==> config.mk <==
export PLATFORM = sky130hd
export DESIGN_NAME = lockable_rr_arbiter_flat
export DESIGN_NICKNAME = d
export VERILOG_FILES = /design/src/rtl/lockable_rr_arbiter_pkg.sv /design/src/rtl/lockable_rr_arbiter_if.sv /design/src/rtl/lockable_rr_arbiter_rr_pick.sv /design/src/rtl/lockable_rr_arbiter.sv /design/src/flat_wrapper.sv
export SDC_FILE = /design/constraint.sdc
export NUM_CORES = 1
export LEC_CHECK = 0
export CAP_MARGIN = 20
export CORE_ASPECT_RATIO = 1.2
export CORE_MARGIN = 1
export CORE_UTILIZATION = 25
export DETAILED_ROUTE_END_ITERATION = 6
export PLACE_DENSITY = 0.44
export SLEW_MARGIN = 5
export SYNTH_ARGS = -nofsm -noshare
export SYNTH_HDL_FRONTEND = slang
export SYNTH_HIERARCHICAL = 1
export SYNTH_SLANG_ARGS = --single-unit
==> constraint.sdc <==
create_clock -name clk -period 8.8 [get_ports clk]
set_clock_uncertainty 0.05 [all_clocks]
set_input_delay 2.64 -clock clk [delete_from_list [all_inputs] [get_ports clk]]
set_output_delay 2.64 -clock clk [all_outputs]
set_load 0.005 [all_outputs]
==> src/rtl/lockable_rr_arbiter_pkg.sv <==
// Shared types and helpers for the lockable round-robin arbiter.
package lockable_rr_arbiter_pkg;

    localparam int unsigned MAX_N     = 64;
    localparam int unsigned MAX_IDX_W = 6;

    typedef enum logic {
        ARB_IDLE   = 1'b0,
        ARB_LOCKED = 1'b1
    } arb_state_t;

    // Index width for n requesters, never narrower than one bit.
    function automatic int unsigned arb_idx_w(input int unsigned n);
        return (n <= 1) ? 1 : $clog2(n);
    endfunction

    // Binary index of a one-hot (or zero) vector; zero input yields index 0.
    function automatic logic [MAX_IDX_W-1:0] onehot_to_idx(input logic [MAX_N-1:0] oh);
        logic [MAX_IDX_W-1:0] idx;
        idx = '0;
        for (int i = 0; i < MAX_N; i++) begin
            if (oh[i]) idx = idx | MAX_IDX_W'(i);
        end
        return idx;
    endfunction

endpackage

==> src/rtl/lockable_rr_arbiter_if.sv <==
// Request/grant bundle between requesters (master) and the arbiter (slave).
interface lockable_rr_arbiter_if
    import lockable_rr_arbiter_pkg::*;
#(
    parameter int unsigned N     = 10,
    parameter int unsigned IDX_W = arb_idx_w(N)
);
    logic             mode_rr;
    logic [N-1:0]     req;
    logic [N-1:0]     req_last;
    logic             accept;
    logic [N-1:0]     gnt;
    logic [IDX_W-1:0] gnt_idx;
    logic             gnt_valid;
    logic             locked;

    modport master (
        output mode_rr, req, req_last, accept,
        input  gnt, gnt_idx, gnt_valid, locked
    );

    modport slave (
        input  mode_rr, req, req_last, accept,
        output gnt, gnt_idx, gnt_valid, locked
    );
endinterface

==> src/rtl/lockable_rr_arbiter_rr_pick.sv <==
// Circular first-set-bit picker: bits at or above start win, else lowest set bit.
module rr_pick
    import lockable_rr_arbiter_pkg::*;
#(
    parameter int unsigned N     = 10,
    parameter int unsigned IDX_W = arb_idx_w(N)
) (
    input  logic [N-1:0]     vec,
    input  logic [IDX_W-1:0] start,
    output logic [N-1:0]     onehot,
    output logic [IDX_W-1:0] idx
);
    logic [N-1:0] mask;
    logic [N-1:0] masked;
    logic [N-1:0] cand;

    always_comb begin
        mask = '0;
        for (int i = 0; i < N; i++) begin
            mask[i] = (IDX_W'(i) >= start);
        end
    end

    // Two-pass pick collapses to one isolate-lowest-bit on the chosen candidate set.
    assign masked = vec & mask;
    assign cand   = (|masked) ? masked : vec;
    assign onehot = cand & (~cand + N'(1));
    assign idx    = IDX_W'(onehot_to_idx(MAX_N'(onehot)));

endmodule

==> src/rtl/lockable_rr_arbiter.sv <==
// N-way arbiter, fixed-priority or round-robin, holding the grant across multi-beat transfers.
module lockable_rr_arbiter
    import lockable_rr_arbiter_pkg::*;
#(
    parameter int unsigned N = 10
) (
    input  logic               clk,
    input  logic               rst_n,
    lockable_rr_arbiter_if.slave bus
);
    localparam int unsigned IDX_W = arb_idx_w(N);

    arb_state_t       st, st_nxt;
    logic [IDX_W-1:0] ptr, ptr_nxt;
    logic [IDX_W-1:0] lock_idx, lock_idx_nxt;

    logic [IDX_W-1:0] start_c;
    logic [N-1:0]     pick_oh;
    logic [IDX_W-1:0] pick_idx;
    logic [N-1:0]     lock_oh;
    logic [N-1:0]     gnt_c;
    logic [IDX_W-1:0] gnt_idx_c;
    logic             accepted_c;

    // Fixed priority is round-robin pinned to start 0.
    assign start_c = bus.mode_rr ? ptr : '0;

    rr_pick #(.N(N), .IDX_W(IDX_W)) u_pick (
        .vec    (bus.req),
        .start  (start_c),
        .onehot (pick_oh),
        .idx    (pick_idx)
    );

    always_comb begin
        lock_oh = '0;
        for (int i = 0; i < N; i++) begin
            lock_oh[i] = (lock_idx == IDX_W'(i));
        end
    end

    // While locked only the owner can be granted; a stalled owner yields no grant.
    always_comb begin
        gnt_c     = '0;
        gnt_idx_c = '0;
        if (st == ARB_LOCKED) begin
            gnt_c = lock_oh & bus.req;
            if (|gnt_c) gnt_idx_c = lock_idx;
        end else begin
            gnt_c     = pick_oh;
            gnt_idx_c = pick_idx;
        end
    end

    assign bus.gnt       = gnt_c;
    assign bus.gnt_idx   = gnt_idx_c;
    assign bus.gnt_valid = |gnt_c;
    assign bus.locked    = (st == ARB_LOCKED);
    assign accepted_c    = (|gnt_c) && bus.accept;

    always_comb begin
        st_nxt       = st;
        ptr_nxt      = ptr;
        lock_idx_nxt = lock_idx;
        if (accepted_c) begin
            if (bus.req_last[gnt_idx_c]) begin
                st_nxt  = ARB_IDLE;
                ptr_nxt = (gnt_idx_c == IDX_W'(N - 1)) ? '0 : gnt_idx_c + IDX_W'(1);
            end else begin
                st_nxt       = ARB_LOCKED;
                lock_idx_nxt = gnt_idx_c;
            end
        end
    end

    always_ff @(posedge clk or negedge rst_n) begin
        if (!rst_n) begin
            st       <= ARB_IDLE;
            ptr      <= '0;
            lock_idx <= '0;
        end else begin
            st       <= st_nxt;
            ptr      <= ptr_nxt;
            lock_idx <= lock_idx_nxt;
        end
    end

    a_gnt_onehot0 : assert property (@(posedge clk) disable iff (!rst_n) $onehot0(bus.gnt))
        else $error("arbiter invariant: gnt not onehot0");
    a_gnt_valid   : assert property (@(posedge clk) disable iff (!rst_n) bus.gnt_valid == (|bus.gnt))
        else $error("arbiter invariant: gnt_valid inconsistent");
    a_gnt_req     : assert property (@(posedge clk) disable iff (!rst_n) (bus.gnt & ~bus.req) == '0)
        else $error("arbiter invariant: grant without request");
    a_lock_owner  : assert property (@(posedge clk) disable iff (!rst_n)
                                     (st == ARB_LOCKED) |-> ((bus.gnt & ~lock_oh) == '0))
        else $error("arbiter invariant: locked grant to non-owner");
    a_ptr_range   : assert property (@(posedge clk) disable iff (!rst_n) 32'(ptr) < N)
        else $error("arbiter invariant: ptr out of range");
    a_lock_range  : assert property (@(posedge clk) disable iff (!rst_n) 32'(lock_idx) < N)
        else $error("arbiter invariant: lock_idx out of range");

endmodule

==> src/flat_wrapper.sv <==
// flat-port wrapper written by rule: the top's interface ports become plain ports
module lockable_rr_arbiter_flat import lockable_rr_arbiter_pkg::*;
#(
    parameter int unsigned N = 10
)
  (clk, rst_n, bus_mode_rr, bus_req, bus_req_last, bus_accept, bus_gnt, bus_gnt_idx, bus_gnt_valid, bus_locked);
  lockable_rr_arbiter_if #(.N(N)) bus_i ();
  input  logic clk;
  input  logic rst_n;
  input wire logic [$bits(bus_i.mode_rr)-1:0] bus_mode_rr;
  input wire logic [$bits(bus_i.req)-1:0] bus_req;
  input wire logic [$bits(bus_i.req_last)-1:0] bus_req_last;
  input wire logic [$bits(bus_i.accept)-1:0] bus_accept;
  output wire logic [$bits(bus_i.gnt)-1:0] bus_gnt;
  output wire logic [$bits(bus_i.gnt_idx)-1:0] bus_gnt_idx;
  output wire logic [$bits(bus_i.gnt_valid)-1:0] bus_gnt_valid;
  output wire logic [$bits(bus_i.locked)-1:0] bus_locked;
  assign bus_i.mode_rr = bus_mode_rr;
  assign bus_i.req = bus_req;
  assign bus_i.req_last = bus_req_last;
  assign bus_i.accept = bus_accept;
  assign bus_gnt = bus_i.gnt;
  assign bus_gnt_idx = bus_i.gnt_idx;
  assign bus_gnt_valid = bus_i.gnt_valid;
  assign bus_locked = bus_i.locked;
  lockable_rr_arbiter #(.N(N)) u_core (.clk(clk), .rst_n(rst_n), .bus(bus_i));
endmodule
==> results.json, run 1 <==
{
  "status": "finished, final reports clean",
  "ff_type": "dfrtp_1",
  "utilization": 0.345,
  "r2r_end": "u_core/ptr[1]$_DFFE_PN0P_",
  "inverters_excl_clock": 15,
  "pre_cts_slack_ps": 134,
  "crit_chain": "clkdlybuf4s50_1 > and2_2 > nand2_1 > a221oi_2 > a41o_2 > nand2_4 > a311oi_4 > nor2_1 > nor3_1 > nand3_1 > and2_1 > clkdlybuf4s50_1",
  "finalCriticalPeriod_ps": 8520,
  "detail-route-antenna-nets": 0,
  "stdcell_area_sq_um": 2390,
  "drc_errors": 0,
  "sh_comb_area": 0.617,
  "antenna_found_initial": 0,
  "worst_path_max_delay_cell": "clkdlybuf4s50_1",
  "fillers": 768,
  "cts_buffer_depth": 2,
  "setup_viol": 0,
  "root_buffer": "clkbuf_8",
  "holdPathStages": 1,
  "arrival_ps": 5830,
  "synth_nets": 264,
  "sh_seq_area": 0.0942,
  "cpPeakStageDelay_ps": 490,
  "synth_cells": 240
}
==> run 1: synthesized netlist by cell type, types with 3 or more instances <==
cell type / n
nor2_1: 16
nand4_1: 5
nor3_1: 11
buf_2: 8
and2_1: 7
nand3b_1: 5
nor2b_1: 13
o21ai_1: 4
o2bb2ai_1: 6
mux2_4: 7
dfrtp_1: 9
mux2i_1: 9
o211ai_1: 6
o31ai_1: 3
nor4_1: 3
nand3_1: 7
and3_1: 4
clkbuf_1: 3
nand2_1: 18
a21oi_1: 12
inv_1: 14
o21a_1: 3
o21ai_0: 10
==> run 1: placed cells by master (no fill, tap or decap), drive strengths merged, types with 3 or more instances in the layout <==
cell | synthesis | layout
clkdlybuf4s50 | 0 | 39
nand2 | 20 | 20
nor2 | 17 | 17
inv | 14 | 14
a21oi | 14 | 14
o21ai | 14 | 14
nor2b | 13 | 13
buf | 10 | 12
nor3 | 11 | 11
mux2i | 9 | 9
dfrtp | 9 | 9
mux2 | 9 | 9
nand3 | 7 | 7
o211ai | 7 | 7
and2 | 7 | 7
o2bb2ai | 6 | 6
nand3b | 5 | 5
nand4 | 5 | 5
and3 | 5 | 5
clkbuf | 3 | 4
nor4 | 3 | 3
o31ai | 3 | 3
o21a | 3 | 3
a31oi | 3 | 3
nand2b | 3 | 3
a211oi | 3 | 3
==> run 1: sequential cells by signal, indices dropped and copies added (netlist names) <==
signal / flops
u_core/bus.locked: 1
u_core/ptr: 4
u_core/lock_idx: 4
==> run 1: worst register-to-register path: stages, from the launching register on <==
cell and delay (ps):
dfrtp_1 340, and2_1 320, o21ai_1 150, a32o_2 320, or2_1 230, o31ai_1 220
o21ai_0 130, a21oi_1 280, buf_4 220, mux2i_1 180, o21ai_0 80, a31oi_1 150
o2111ai_1 130, mux2_1 340, a31oi_4 240, nand2b_4 210, mux2_4 300
==> run 1: worst max-delay path by stage <==
stage | slack (ps) | to | cells past startpoint
after floorplan | 1450 | bus_gnt_idx[1] | 11
after global placement | 140 | bus_gnt_valid | 13
after detailed placement | 130 | bus_gnt_valid | 12
after CTS | 120 | bus_gnt_valid | 12
after global routing | 70 | bus_gnt_valid | 12
final | 280 | bus_gnt_valid | 12
==> run 1: kinds of logic after synthesis <==
group / count (synthesis) / share of synthesized area
flip-flops: 9 / 0.123
buffers and inverters: 28 / 0.0712
multiplexers: 18 / 0.119
XOR/XNOR: 1 / 0.00479
AND/OR/NAND/NOR: 107 / 0.341
AND-OR/OR-AND: 77 / 0.341
==> run 1: repair_timing <==
item / CTS / global route
endpoints found under the hold margin: 0 / 0
resized: 0 / 2
setup endpoints to repair: 0 / 2
==> run 1: where the power goes <==
| group | total [W] | switching [W] | internal (W) |
|---|---|---|---|
| registers | 0.0000868 | 0.0000305 | 0.0000562 |
| logic | 0.000480 | 0.000248 | 0.000232 |
| clock network | 0.0000473 | 0.0000157 | 0.0000315 |
==> run 1: routing by layer <==
metal / up-vias / global-route usage / share of wire
li1: 995 / - / -
met1: 968 / 0.220 / 0.46
met2: 55 / 0.318 / 0.48
met3: 12 / 0.0230 / 0.041
met4: 0 / 0.0536 / 0.023
met5: - / 0 / 0
Fig. 1: run 1, signal wires on met3
Bar = 20 um.
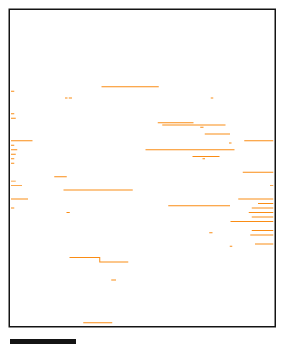
share of all routed wire: 4.1%
nets with wire on the layer: 40
wire length on this layer: 270 um
longest straight run: 26.7 um
main direction: horizontal
final wirelength: 6.52 mm
met3 Usage GRT: 0.0230
via count: 2,030

Fig. 2: run 1, M1 wires
Bar = 20 um.
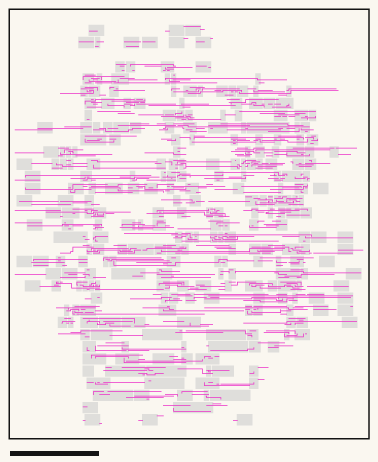
longest straight run: 32.2 um
nets with wire on the layer: 277
share of all routed wire: 46%
wire length on this layer: 2,990 um
main direction: horizontal
met1 GRT Util: 0.220

Fig. 3: run 1, cells by drive strength
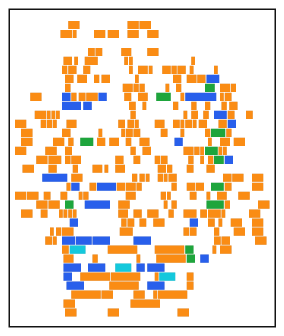
| size | color | cells | share | most used |
|---|---|---|---|---|
| x6 and larger | cyan | 3 | 1.1% | clkbuf_8 |
| x2 | green | 11 | 3.9% | and2_2 |
| x1 and smaller | orange | 240 | 85% | clkdlybuf4s50_1 |
| x3 and x4 | blue | 28 | 9.9% | buf_4 |
Area Growth Syn to Fin: 30.8%
post-route worst setup slack: 279 ps
nonclk buf count: 51

==> run 2: changes to the inputs <==
Settings changed: CTS_CLUSTER_DIAMETER set to 50.
Fig. 4: run 2, the clock network
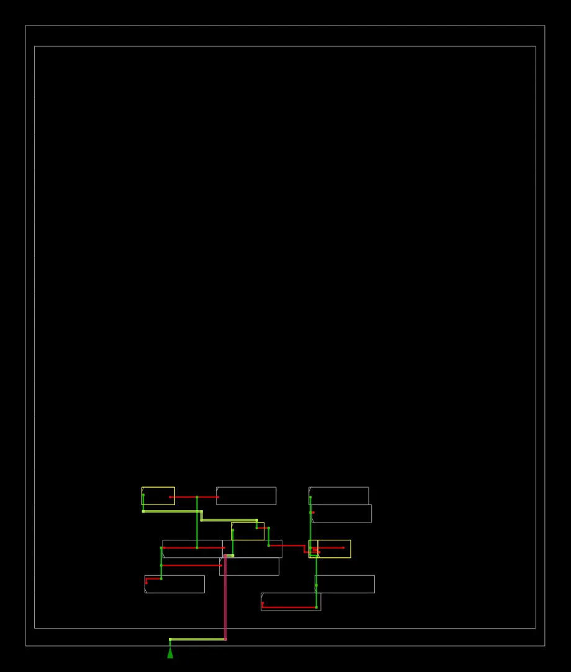
Latency at later pin: 230 ps
clock buffers: 4
TritonCTS buffer count: 3
# clock sinks: 9

==> results.json, run 2 <==
{
  "synthAdderAreaFrac": 0,
  "path_depth": 12,
  "switching_share": 0.479,
  "power_density_nw_per_um2": 257,
  "drc_errors": 0,
  "grt.total_usage": 0.178,
  "htreeDepth": 1,
  "p_int_w": 0.000320,
  "holdPathStages": 1,
  "routed_wl_mm": 6.52,
  "hold_viol": 0,
  "lay_top_count": "clkdlybuf4s50_1",
  "synth.cellmix.simpleShare": 0.341,
  "pwr-share-comb": 0.782,
  "setup_viol": 0,
  "cts_buffer_depth": 2,
  "root_buffer": "clkbuf_8",
  "aoi_share": 0.341,
  "most_common_cell": "nand2_1",
  "ys_top_logic_family": "simple AND/OR/NAND/NOR gates",
  "detail-route-antenna-nets": 0,
  "antenna_found_initial": 0,
  "cpPeakStageDelay_ps": 490,
  "clkTransAtPathRegs_ps": 40,
  "r2r_end": "u_core/ptr[1]$_DFFE_PN0P_",
  "viasPerCell": 5.50,
  "area_growth_pct": 30.8,
  "status": "finished, final reports clean",
  "switching_power_w": 0.000294,
  "ys_chip_area_sq_um": 1830,
  "crit_chain": "clkdlybuf4s50_1 > and2_2 > nand2_1 > a221oi_2 > a41o_2 > nand2_4 > a311oi_4 > nor2_1 > nor3_1 > nand3_1 > and2_1 > clkdlybuf4s50_1",
  "finalCriticalPeriod_ps": 8520,
  "mux_area_frac": 0.119,
  "ff_type": "dfrtp_1",
  "cpLargestDelayFamily": "simple AND/OR/NAND/NOR gates",
  "clkPwrFrac": 0.077,
  "worst_path_max_delay_cell": "clkdlybuf4s50_1",
  "via_count": 2030,
  "synth_nets": 264,
  "final_nets": 307,
  "yosysSeqAreaShare": 0.123,
  "top_cells_by_count": "nand2_1, nor2_1, inv_1",
  "final_layout_top_logic_cells": "clkdlybuf4s50_1, nand2_1, nor2_1",
  "synthXorXnorAreaFrac": 0.00479,
  "arrival_ps": 5830,
  "synth_cells": 240,
  "p_seq_frac": 0.141
}
Fig. 5: run 2, signal wires on met3
Bar = 20 um.
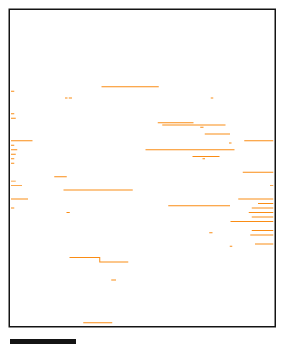
main direction: horizontal
nets with wire on the layer: 40
wire length on this layer: 270 um
share of all routed wire: 4.1%

-- run 2: cell counts in the layout (fill, tap and decap cells not counted) --
No cell type changed its count.
-- run 2: cell type report --
| type | count | area (sq um) |
|---|---|---|
| clock buffer | 4 | 45.0 |
| fill | 768 | 4550 |
| inverter | 15 | 56.3 |
| multi-input combinational | 203 | 1480 |
| sequential | 9 | 225 |
| tap | 87 | 109 |
| timing repair buffer | 51 | 480 |
-- run 2: worst max-delay path by stage --
stage	end	slack, ps	from
final	bus_gnt_valid	280	bus_mode_rr
after global routing	bus_gnt_valid	70	bus_mode_rr
after CTS	bus_gnt_valid	120	bus_mode_rr
after detailed placement	bus_gnt_valid	130	bus_mode_rr
after global placement	bus_gnt_valid	140	bus_mode_rr
after floorplan	bus_gnt_idx[1]	1450	bus_mode_rr
-- run 2: logic make-up after synthesis --
family | after synthesis
xor gates and xnor gates | 1
and+or+nand+nor | 107
DFF | 9
buffers and inverters | 28
muxes | 18
AOI/OAI and AO/OA | 77
-- run 2: through the flow --
step                hold slack [ps]  setup slack (ps)  area (sq um)   util  std cells
floorplan                       424              1450          1830      -        240
finish                          454               279          2390  0.345        369
global placement                446               143          2340  0.338        365
CTS                             456               118          2390  0.344        369
global route                    467              65.2          2390  0.345        369
detailed placement              447               134          2340  0.338        365
-- run 2: power groups by stage --
stage / clock network [W] / registers [W] / logic [W]
6_report: 0.0000473 / 0.0000868 / 0.000480
5_1_grt: 0.0000519 / 0.0000899 / 0.000518
4_1_cts: 0.0000487 / 0.0000864 / 0.000481
3_5_place_dp: 0 / 0.0000870 / 0.000479
3_3_place_gp: 0 / 0.0000865 / 0.000481
2_1_floorplan: 0 / 0.0000639 / 0.000343
-- run 2: routing by layer --
metal	GRT usage	wire [um]
met4	0.0536	153
met1	0.220	2990
met5	0	0
met2	0.318	3110
met3	0.0230	269
-- run 2: worst register-to-register path, delay by kind of cell (launching register included) --
kind                   cells  cell delay [ps]
AOI/OAI and AO/OA          9             1700
muxes                      3              820
DFF                        1              340
and+or+nand+nor            3              760
buffers and inverters      1              220
-- run 2: timing repair --
item	in CTS	in global routing
buffers inserted	0	0
resized	0	2
hold buffers	0	0
setup endpoints to repair	0	2
No activity file was given, so power comes from the tool's default toggle rates.
